--- src/rtl/silife_max7219.sv ---
// rtl/silife_max7219.sv - MAX7219 SPI refresh driver for the silife cell matrix (option macro: SILIFE_MAX7219_MIRROR_EN)
module silife_max7219 #(
    parameter int WIDTH   = 8,
    parameter int HEIGHT  = 8,
    parameter int CLK_DIV = 4
) (
    input  logic                                           clk,
    input  logic                                           reset,
    input  logic                                           enable,
    input  logic [3:0]                                     intensity,
    output logic [((HEIGHT > 1) ? $clog2(HEIGHT) : 1)-1:0] row_select,
    input  logic [WIDTH-1:0]                               cells,
    output logic                                           spi_cs,
    output logic                                           spi_clk,
    output logic                                           spi_do,
    output logic                                           busy
);

    localparam int RSW = (HEIGHT > 1) ? $clog2(HEIGHT) : 1;
    localparam int DW  = (CLK_DIV > 1) ? $clog2(CLK_DIV) : 1;
    localparam logic [DW-1:0]  DIV_LAST   = DW'(CLK_DIV - 1);
    localparam logic [RSW-1:0] ROW_LAST   = RSW'(HEIGHT - 1);
    localparam logic [7:0]     SCAN_LIMIT = 8'(HEIGHT - 1);

    typedef enum logic [3:0] {
        INIT_LOAD,
        INIT_SHIFT,
        INIT_LATCH,
        IDLE,
        ROW_LOAD,
        ROW_SHIFT,
        ROW_LATCH,
        INT_LOAD,
        INT_SHIFT,
        INT_LATCH
    } state_t;

    state_t          state_q, state_d;
    logic [2:0]      init_idx_q, init_idx_d;
    logic [3:0]      intensity_q, intensity_d;
    logic [RSW-1:0]  row_q, row_d;
    logic [15:0]     shift_q, shift_d;
    logic [DW-1:0]   div_q, div_d;
    logic [3:0]      bit_q, bit_d;
    logic            cs_q, cs_d;
    logic            sclk_q, sclk_d;
    logic            do_q, do_d;
    logic            busy_q, busy_d;

    logic [7:0]      row_data;
    logic [15:0]     load_word;

    assign row_select = row_q;
    assign spi_cs     = cs_q;
    assign spi_clk    = sclk_q;
    assign spi_do     = do_q;
    assign busy       = busy_q;

    // Data byte of a row frame; optionally mirrored for reversed segment wiring
    always_comb begin
        row_data = '0;
`ifdef SILIFE_MAX7219_MIRROR_EN
        for (int i = 0; i < 8; i++) begin
            row_data[i] = cells[7 - i];
        end
`else
        row_data = cells[7:0];
`endif
    end

    // Frame word presented during the LOAD cycle of each frame type
    always_comb begin
        load_word = {8'h0A, 4'h0, intensity};
        if (state_q == INIT_LOAD) begin
            case (init_idx_q)
                3'd0:    load_word = 16'h0F00;
                3'd1:    load_word = 16'h0900;
                3'd2:    load_word = {8'h0B, SCAN_LIMIT};
                3'd3:    load_word = {8'h0A, 4'h0, intensity};
                default: load_word = 16'h0C01;
            endcase
        end else if (state_q == ROW_LOAD) begin
            load_word = {8'(row_q) + 8'd1, row_data};
        end
    end

    // Next-state logic: frame sequencing, bit timing and output generation
    always_comb begin
        state_d     = state_q;
        init_idx_d  = init_idx_q;
        intensity_d = intensity_q;
        row_d       = row_q;
        shift_d     = shift_q;
        div_d       = div_q;
        bit_d       = bit_q;
        cs_d        = cs_q;
        sclk_d      = sclk_q;
        do_d        = do_q;

        case (state_q)
            INIT_LOAD, ROW_LOAD, INT_LOAD: begin
                shift_d = load_word;
                do_d    = load_word[15];
                cs_d    = 1'b0;
                sclk_d  = 1'b0;
                div_d   = '0;
                bit_d   = '0;
                if (state_q == INIT_LOAD) begin
                    state_d = INIT_SHIFT;
                    if (init_idx_q == 3'd3) begin
                        intensity_d = intensity;
                    end
                end else if (state_q == ROW_LOAD) begin
                    state_d = ROW_SHIFT;
                end else begin
                    state_d     = INT_SHIFT;
                    intensity_d = intensity;
                end
            end

            INIT_SHIFT, ROW_SHIFT, INT_SHIFT: begin
                if (div_q != DIV_LAST) begin
                    div_d = div_q + 1'b1;
                end else begin
                    div_d = '0;
                    if (!sclk_q) begin
                        sclk_d = 1'b1;
                    end else if (bit_q != 4'd15) begin
                        bit_d   = bit_q + 4'd1;
                        sclk_d  = 1'b0;
                        do_d    = shift_q[14];
                        shift_d = {shift_q[14:0], 1'b0};
                    end else begin
                        sclk_d = 1'b0;
                        cs_d   = 1'b1;
                        do_d   = 1'b0;
                        if (state_q == INIT_SHIFT) begin
                            state_d = INIT_LATCH;
                        end else if (state_q == ROW_SHIFT) begin
                            state_d = ROW_LATCH;
                        end else begin
                            state_d = INT_LATCH;
                        end
                    end
                end
            end

            INIT_LATCH, ROW_LATCH, INT_LATCH: begin
                if (div_q != DIV_LAST) begin
                    div_d = div_q + 1'b1;
                end else begin
                    div_d = '0;
                    if (state_q == INIT_LATCH) begin
                        if (init_idx_q == 3'd4) begin
                            state_d = IDLE;
                        end else begin
                            init_idx_d = init_idx_q + 3'd1;
                            state_d    = INIT_LOAD;
                        end
                    end else if (state_q == ROW_LATCH) begin
                        // Advancing here gives the matrix a full cycle before LOAD samples cells
                        row_d   = (row_q == ROW_LAST) ? '0 : row_q + 1'b1;
                        state_d = IDLE;
                    end else begin
                        state_d = IDLE;
                    end
                end
            end

            IDLE: begin
                if (intensity != intensity_q) begin
                    state_d = INT_LOAD;
                end else if (enable) begin
                    state_d = ROW_LOAD;
                end
            end

            default: begin
                state_d = INIT_LOAD;
            end
        endcase

        busy_d = (state_d != IDLE);
    end

    // State and output registers with synchronous active-high reset
    always_ff @(posedge clk) begin
        if (reset) begin
            state_q     <= INIT_LOAD;
            init_idx_q  <= '0;
            intensity_q <= '0;
            row_q       <= '0;
            shift_q     <= '0;
            div_q       <= '0;
            bit_q       <= '0;
            cs_q        <= 1'b1;
            sclk_q      <= 1'b0;
            do_q        <= 1'b0;
            busy_q      <= 1'b0;
        end else begin
            state_q     <= state_d;
            init_idx_q  <= init_idx_d;
            intensity_q <= intensity_d;
            row_q       <= row_d;
            shift_q     <= shift_d;
            div_q       <= div_d;
            bit_q       <= bit_d;
            cs_q        <= cs_d;
            sclk_q      <= sclk_d;
            do_q        <= do_d;
            busy_q      <= busy_d;
        end
    end

endmodule

--- config.mk ---
export PLATFORM = sky130hd
export DESIGN_NAME = silife_max7219
export DESIGN_NICKNAME = d
export VERILOG_FILES = /design/src/rtl/silife_max7219.sv
export SDC_FILE = /design/constraint.sdc
export NUM_CORES = 1
export LEC_CHECK = 0
export ABC_AREA = 1
export ABC_CLOCK_PERIOD_IN_PS = 3900
export CORE_MARGIN = 2
export CORE_UTILIZATION = 50
export CTS_BUF_LIST = sky130_fd_sc_hd__clkbuf_4
export DETAILED_ROUTE_END_ITERATION = 8
export GPL_TIMING_DRIVEN = 1
export PLACE_DENSITY = 0.72
export SETUP_SLACK_MARGIN = 0.2
export SYNTH_ARGS = -nofsm -noshare
export SYNTH_HDL_FRONTEND = slang
export SYNTH_SLANG_ARGS = --single-unit
export TNS_END_PERCENT = 20
--- constraint.sdc ---
create_clock -name clk -period 3.9 [get_ports clk]
set_input_delay 0.585 -clock clk [delete_from_list [all_inputs] [get_ports clk]]
set_output_delay 0.585 -clock clk [all_outputs]
set_load 0.1 [all_outputs]
==> run_results.csv <==
group,metric,value,unit
hold_path,whs_path_depth,2,
timing,drv_slew,0,
place,placed_cells,362,
logic_synthesis,yosysCellCount,298,
logic_synthesis,syn_inst,298,
logic_synthesis,top_cells_by_count,"nand2_1, dfxtp_1, a21oi_1, inv_1, o21ai_0",
global_routing,grtUsageTotal,21.7,%
logic_synthesis,synthTopCellsByArea,"dfxtp_1, nand2_1, a21oi_1",
clock_network,cts.repair.resized,0,
critical_path,crit_type,"flip-flop to output pin",
floorplanning,die_w,68.6,microns
place,post-place-ws,1740,ps
critical_path,slowest_stage,"clkdlybuf4s50_1",
logic_synthesis,yosysUniqueCellTypes,25,
critical_path,arrival,1970,ps
detailed_routing,drc,0,
cells_and_area,layout_top_cells,"nand2_1, dfxtp_1, a21oi_1",
pwr,leakagePower,1.01,nW
cells_and_area,area_growth,13.8,%
cells_and_area,nNetsFinal,342,
logic_synthesis,yosysWarnings,0,
status,outcome,"completed",
detailed_routing,via_count,1963,
clock_network,clkTransAtPathRegs,130,ps
critical_path,worstReg2RegEnd,"row_select[0]",
logic_synthesis,ys_chip_area,2090,sq um
global_routing,grt_pass1_vias,1661,
logic_synthesis,ys.flop_type,"dfxtp_1",
timing,finalHoldViolations,0,
critical_path,end_kind,"output pin",
timing,finalSetupTns,0,ps
pwr,powerDensity,326,nW/um^2
cells_and_area,seq_area,781,sq um
critical_path,worstPathCellList,"clkdlybuf4s50_1",
floorplanning,dieArea,4710,sq um
==> layout make-up <==
type	count	share of cell area [%]
multi-input cells	211	46.6
inverters	40	6.32
clock buffers	6	1.89
clock inverters	2	0.526
flip-flops and latches	39	32.8
well taps	50	2.63
repair buffers	22	9.16
==> metal layers <==
metal | GRT usage, % | wire length, microns
met2 | 32.3 | 1910
met1 | 29.2 | 2200
met5 | 0 | 0
met4 | 9.00 | 96
met3 | 6.17 | 246
==> worst min path at each step <==
stage,to,slack [ps],start
floorplan,shift_q[0],440,shift_q[0]
global placement,shift_q[0],450,shift_q[0]
detailed placement,shift_q[0],450,shift_q[0]
CTS,shift_q[13],470,shift_q[13]
global route,shift_q[12],500,shift_q[11]
finish,shift_q[0],470,shift_q[0]
==> sequential cells by signal (all words and copies together) (netlist names) <==
name / count
init_idx_q: 3
busy: 1
intensity_q: 4
state_q: 4
row_select: 3
spi_do: 1
bit_q: 4
div_q: 2
spi_cs: 1
shift_q: 15
spi_clk: 1
==> logic make-up (layout without fill, tap and decap cells) <==
logic type | after synthesis | after routing | share of synthesized area, %
AND-OR/OR-AND | 81 | 81 | 22.0
XOR/XNOR | 1 | 1 | 0.419
adder cells (fa/ha/maj) | 8 | 8 | 4.79
buffers and inverters | 48 | 70 | 9.58
flip-flops | 39 | 39 | 37.4
AND/OR/NAND/NOR | 121 | 121 | 25.9
==> power groups by stage <==
| stage | combinational, mW | sequential [mW] | clock [mW] |
|---|---|---|---|
| 2_1_floorplan | 0.0792 | 0.451 | 0 |
| 3_3_place_gp | 0.128 | 0.435 | 0 |
| 3_5_place_dp | 0.129 | 0.436 | 0 |
| 4_1_cts | 0.130 | 0.427 | 0.227 |
| 5_1_grt | 0.145 | 0.430 | 0.239 |
| 6_report | 0.129 | 0.427 | 0.219 |
Figure 1. Wires at chosen ports, followed through buffers.
Bar = 20 microns.
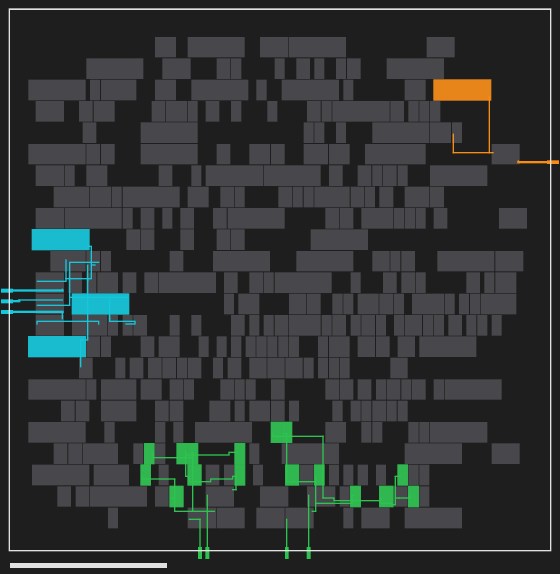
Green is intensity, bits 4, direction input, edge bottom, end cells 16, buffers 4, wire 122 microns. Cyan is row_select, bits 3, direction output, edge left, end cells 3, buffers 3, wire 85.5 microns. Orange is spi_cs, bits 1, direction output, edge right, end cells 1, buffers 1, wire 18.4 microns.

Figure 2. Cell outlines without signal wires.
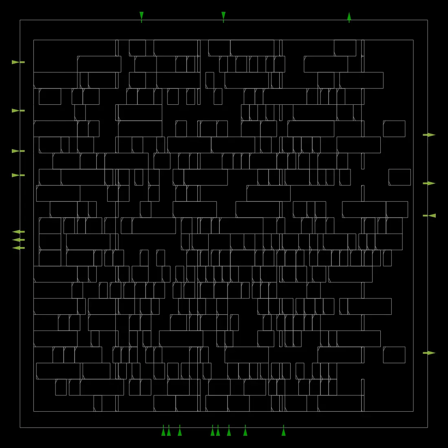
number of sequential cells: 39
total core area: 4000 sq um

Figure 3. Cell classes on the final placement.
Fill, decap, tap and diode cells in gray.
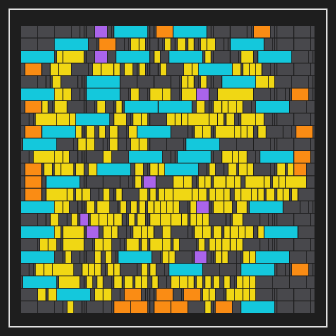
Cyan is flip-flops, cells 39. Yellow is all other logic, cells 251. Purple is clock drivers and dummy loads, cells 8. Orange is other buffers and delay cells, cells 22.

Power and IR drop assume default switching activity.
